Logic cells by family:
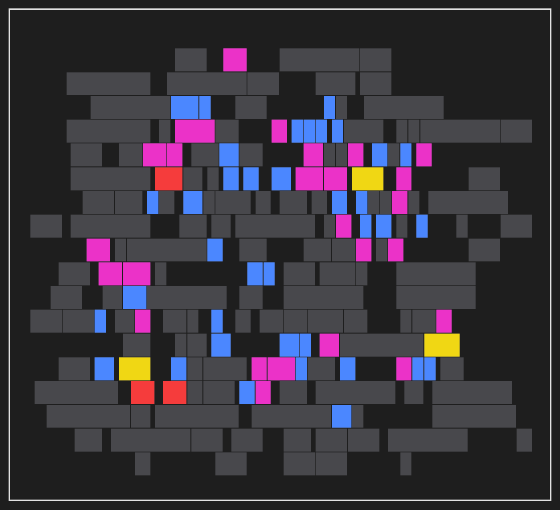
Sizing map:
Scale bar: 20 um.
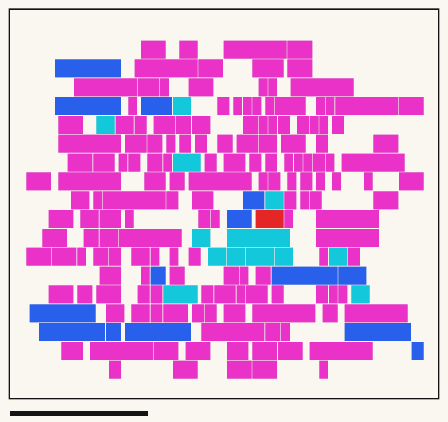
Clock network drawn from the DEF:
Scale bar: 20 um.
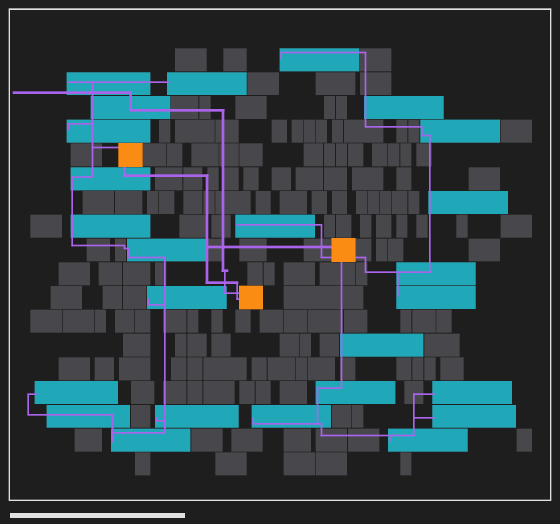
Clock routing:
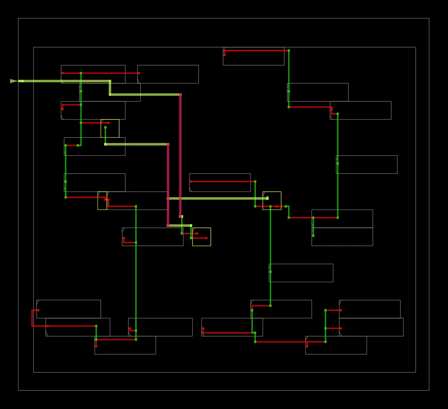
File: config.mk
export PLATFORM = sky130hd
export DESIGN_NAME = vga_sync
export DESIGN_NICKNAME = d
export VERILOG_FILES = /design/src/rtl/vga_sync.sv
export SDC_FILE = /design/constraint.sdc
export NUM_CORES = 1
export LEC_CHECK = 0
export ABC_CLOCK_PERIOD_IN_PS = 2600
export CORE_ASPECT_RATIO = 0.9
export CORE_MARGIN = 2
export CORE_UTILIZATION = 46
export CTS_CLUSTER_SIZE = 20
export DETAILED_ROUTE_END_ITERATION = 10
export GPL_TIMING_DRIVEN = 0
export PLACE_DENSITY_LB_ADDON = 0.25
export SETUP_SLACK_MARGIN = 0.02
export SLEW_MARGIN = 30
export SYNTH_ARGS = -nofsm -noshare
export SYNTH_HDL_FRONTEND = slang
export SYNTH_SLANG_ARGS = --single-unit
File: constraint.sdc
create_clock -name clk -period 2.6 [get_ports clk]
set_input_delay 0.52 -clock clk [delete_from_list [all_inputs] [get_ports clk]]
set_output_delay 0.52 -clock clk [all_outputs]
set_load 0.005 [all_outputs]
File: src/rtl/vga_sync.sv
// vga_sync: 640x480@60 raster timing generator.
// Produces pixel coordinates x/y, the video_on blanking flag and active-low
// hsync/vsync. All decoded outputs are registered from the next-state counter
// values so they are cycle-aligned with x/y.
// Optional feature macro: VGA_SYNC_PIX_DIV_EN
//   defined   -> clk is 50 MHz, internal divide-by-2 produces pixel_tick
//   undefined -> clk is the 25 MHz pixel clock, pixel_tick held at 1
module vga_sync #(
    parameter int unsigned H_ACTIVE = 640,
    parameter int unsigned H_FRONT  = 16,
    parameter int unsigned H_SYNC   = 96,
    parameter int unsigned H_BACK   = 48,
    parameter int unsigned V_ACTIVE = 480,
    parameter int unsigned V_FRONT  = 10,
    parameter int unsigned V_SYNC   = 2,
    parameter int unsigned V_BACK   = 33
) (
    input  logic       clk,
    input  logic       reset,
    output logic [9:0] x,
    output logic [9:0] y,
    output logic       video_on,
    output logic       hsync,
    output logic       vsync,
    output logic       pixel_tick,
    output logic       frame_start
);

    localparam int unsigned H_TOTAL = H_ACTIVE + H_FRONT + H_SYNC + H_BACK;
    localparam int unsigned V_TOTAL = V_ACTIVE + V_FRONT + V_SYNC + V_BACK;

    // Counters are 10 bits wide; totals beyond 1024 cannot be represented.
    if (H_TOTAL > 1024 || V_TOTAL > 1024) begin : g_total_check
        $error("vga_sync: H_TOTAL and V_TOTAL must not exceed 1024");
    end

    localparam logic [9:0] H_LAST   = 10'(H_TOTAL - 1);
    localparam logic [9:0] V_LAST   = 10'(V_TOTAL - 1);
    localparam logic [9:0] H_ACT    = 10'(H_ACTIVE);
    localparam logic [9:0] V_ACT    = 10'(V_ACTIVE);
    localparam logic [9:0] HS_BEGIN = 10'(H_ACTIVE + H_FRONT);
    localparam logic [9:0] HS_END   = 10'(H_ACTIVE + H_FRONT + H_SYNC - 1);
    localparam logic [9:0] VS_BEGIN = 10'(V_ACTIVE + V_FRONT);
    localparam logic [9:0] VS_END   = 10'(V_ACTIVE + V_FRONT + V_SYNC - 1);

    logic [9:0] x_next;
    logic [9:0] y_next;
    logic       x_wrap;
    logic       y_wrap;

`ifdef VGA_SYNC_PIX_DIV_EN
    // Divide-by-2 pixel enable: first edge after reset raises it.
    always_ff @(posedge clk or negedge reset) begin
        if (!reset) begin
            pixel_tick <= 1'b0;
        end else begin
            pixel_tick <= ~pixel_tick;
        end
    end
`else
    // Every clk is a pixel; enable rises on the first edge after reset and stays.
    always_ff @(posedge clk or negedge reset) begin
        if (!reset) begin
            pixel_tick <= 1'b0;
        end else begin
            pixel_tick <= 1'b1;
        end
    end
`endif

    // Next-state counter values; decode below works on these so outputs align with x/y.
    always_comb begin
        x_wrap = (x == H_LAST);
        y_wrap = (y == V_LAST);
        x_next = x;
        y_next = y;
        if (pixel_tick) begin
            if (x_wrap) begin
                x_next = '0;
                if (y_wrap) begin
                    y_next = '0;
                end else begin
                    y_next = y + 10'd1;
                end
            end else begin
                x_next = x + 10'd1;
            end
        end
    end

    // Counter and decoded-output registers.
    always_ff @(posedge clk or negedge reset) begin
        if (!reset) begin
            x           <= '0;
            y           <= '0;
            hsync       <= 1'b1;
            vsync       <= 1'b1;
            video_on    <= 1'b1;
            frame_start <= 1'b0;
        end else begin
            x           <= x_next;
            y           <= y_next;
            hsync       <= !((x_next >= HS_BEGIN) && (x_next <= HS_END));
            vsync       <= !((y_next >= VS_BEGIN) && (y_next <= VS_END));
            video_on    <= (x_next < H_ACT) && (y_next < V_ACT);
            frame_start <= pixel_tick && x_wrap && y_wrap;
        end
    end

endmodule
==> results.py <==
# Generated from Yosys and OpenROAD reports
metrics = {
    "logic_synthesis": {
        "aoi_share": 0.132,
        "ys_sh_xor": 0.0443,
        "ys_seq_frac": 0.455,
        "synthesis.nets": 157,
        "synth-adder-area-share": 0.0271,
        "edf_count": 0,
        "top_area_frac": 0.398,
        "synthTopCellsByCount": "22 x dfrtp_1, 18 x nand2_1, 12 x o21ai_0",
        "syn_area_per_cell_um2": 9.10,
        "top_area_cell": "dfrtp_1",
        "synthTopLogicFamily": "simple AND/OR/NAND/NOR gates",
        "ys.flop_type": "dfrtp_1",
        "async_reset_ff_frac": 1.00,
        "synth_flops": 25,
    },
    "timing": {
        "holdWs_ps": 148,
        "fin_tns_setup_ps": 0,
        "finalHoldViolCount": 0,
        "fin_crit_ps": 2440,
        "rsz0062_at_grt": "no",
        "slew_violations": 0,
        "finalSetupViolCount": 0,
        "fmax_mhz": 410,
        "fin_crit_sh": 0.939,
    },
    "floorplan": {
        "io_pins": 27,
        "fp-utilization": 0.492,
        "rows": 18,
    },
    "layout": {
        "inv_count": 8,
        "n_antenna_cell": 0,
        "reg.largest.list": "x x10, y x10",
        "final_cell_mix": "25 x clkdlybuf4s50_1, 18 x nand2_1, 18 x dfrtp_1",
        "logic_gates": 112,
        "sh_seq_area": 0.355,
        "clk_share": 0.0147,
        "logic_area_um2": 716,
        "final_core_util": 0.635,
        "fill_cells": 240,
        "layout.nonclk_buf_frac": 0.185,
    },
    "clocking": {
        "post_cts_buffers": 6,
        "hold_buffers": 0,
        "ctsResizeCount": 7,
        "clk_pin_slew_ps": 140,
    },
    "grt": {
        "use_met2": 0.311,
        "met1_usage": 0.306,
        "grt_pass1_wl_mm": 5.62,
        "grt-ovfl-total": 0,
        "grt_max_degree": 26,
        "grtUsageMet3": 0.0512,
    },
    "placed_design": {
        "place_congestion": 0.849,
        "hpwl_mm": 2.25,
        "portBuffers": 26,
    },
    "routing": {
        "routed-wl-met3_um": 223,
        "wirelength_met1_mm": 1.60,
        "wl_per_cell_um": 14.7,
        "ant_nets": 0,
        "viasPerCell": 5.77,
        "via_count": 1309,
        "totalWireLength_mm": 3.34,
        "firstDrtPassIters": 6,
        "routed.top_layer": "met4",
    },
    "power_and_ir_drop": {
        "power_density_nw_per_um2": 576,
        "ir_drop_mv": 0.372,
        "p_leak_nw": 0.685,
        "total_power_mw": 1.03,
    },
    "critical_path": {
        "cp_slowest_cell": "or4b_4",
        "path_cells": "ha_4, or4b_4, or3_4, buf_6, or4_4, a211oi_2, nand4b_1",
        "criticalPathCategory": "reg -> reg",
        "critPathRequiredTime_ps": 2840,
        "cp-start-kind": "flip-flop",
        "max_stage_delay_ps": 470,
        "arrival_ps": 2680,
    },
    "run": {
        "warning_count": 27,
    },
    "worst_hold_path": {
        "hp-class": "in -> async",
    },
    "status": {
        "status": "completed",
    },
}
-- 'logic cells by family' (at the start) --
Red marks non-inverting ao/oa cells, cells 3. Yellow marks mux cells, cells 3. Magenta marks aoi and oai cells, cells 25. Blue marks nand cells, cells 37.
Comb/total area: 0.401
commonest non-fill, non-tap cell in the layout: clkdlybuf4s50_1

-- 'sizing map' (at the start) --
Magenta marks _0 and _1 cells, cells 159, share 85%, most used clkdlybuf4s50_1. Red marks _6 and larger, cells 1, share 0.53%, most used buf_6. Cyan marks _3 and _4 cells, cells 13, share 7.0%, most used buf_4. Blue marks _2 cells, cells 14, share 7.5%, most used dfrtp_2.
final instance area: 1790 um^2
number of non-clock buffers: 38

-- 'clock network drawn from the DEF' (at the start) --
Purple marks clock wires, length 320 um. Cyan marks flip-flops, count 25. Orange marks clock drivers, count 3.
Position of the flops: spread over the die. There are 4 routed clock nets.
Clock Power Share: 0.172
Max Clock Skew: 10.8 ps
clk latency late pin: 330 ps
Clk power: 0.177 mW

-- 'clock routing' (at the start) --
# clk buffers: 4
CTS buffer count: 3
Clock Sinks: 25
Flop Count: 25

[critical path: cells and delay by family (launching register included)]
family / cells / cell delay [ps]
DFF: 1 / 420
buffers and inverters: 1 / 130
AOI/OAI and AO/OA: 1 / 230
adders and majority gates: 1 / 140
and+or+nand+nor: 4 / 1430
[worst paths after layout]
path / to / slack (ps) / cells past startpoint
max in group asynchronous: x[5] / 2040 / 1
setup / recovery: vsync / 160 / 7
min in group clk: y[8] / 580 / 1
hold / removal: pixel_tick / 150 / 1
hold reg to reg: y[8] / 580 / 1
setup reg to reg: vsync / 160 / 7
[report_power, final]
| part | internal (mW) | switching [mW] |
|---|---|---|
| sequential | 0.439 | 0.0699 |
| combinational | 0.192 | 0.152 |
| clock | 0.0602 | 0.116 |
| total | 0.691 | 0.338 |
No activity file was given, so power comes from the tool's default toggle rates.
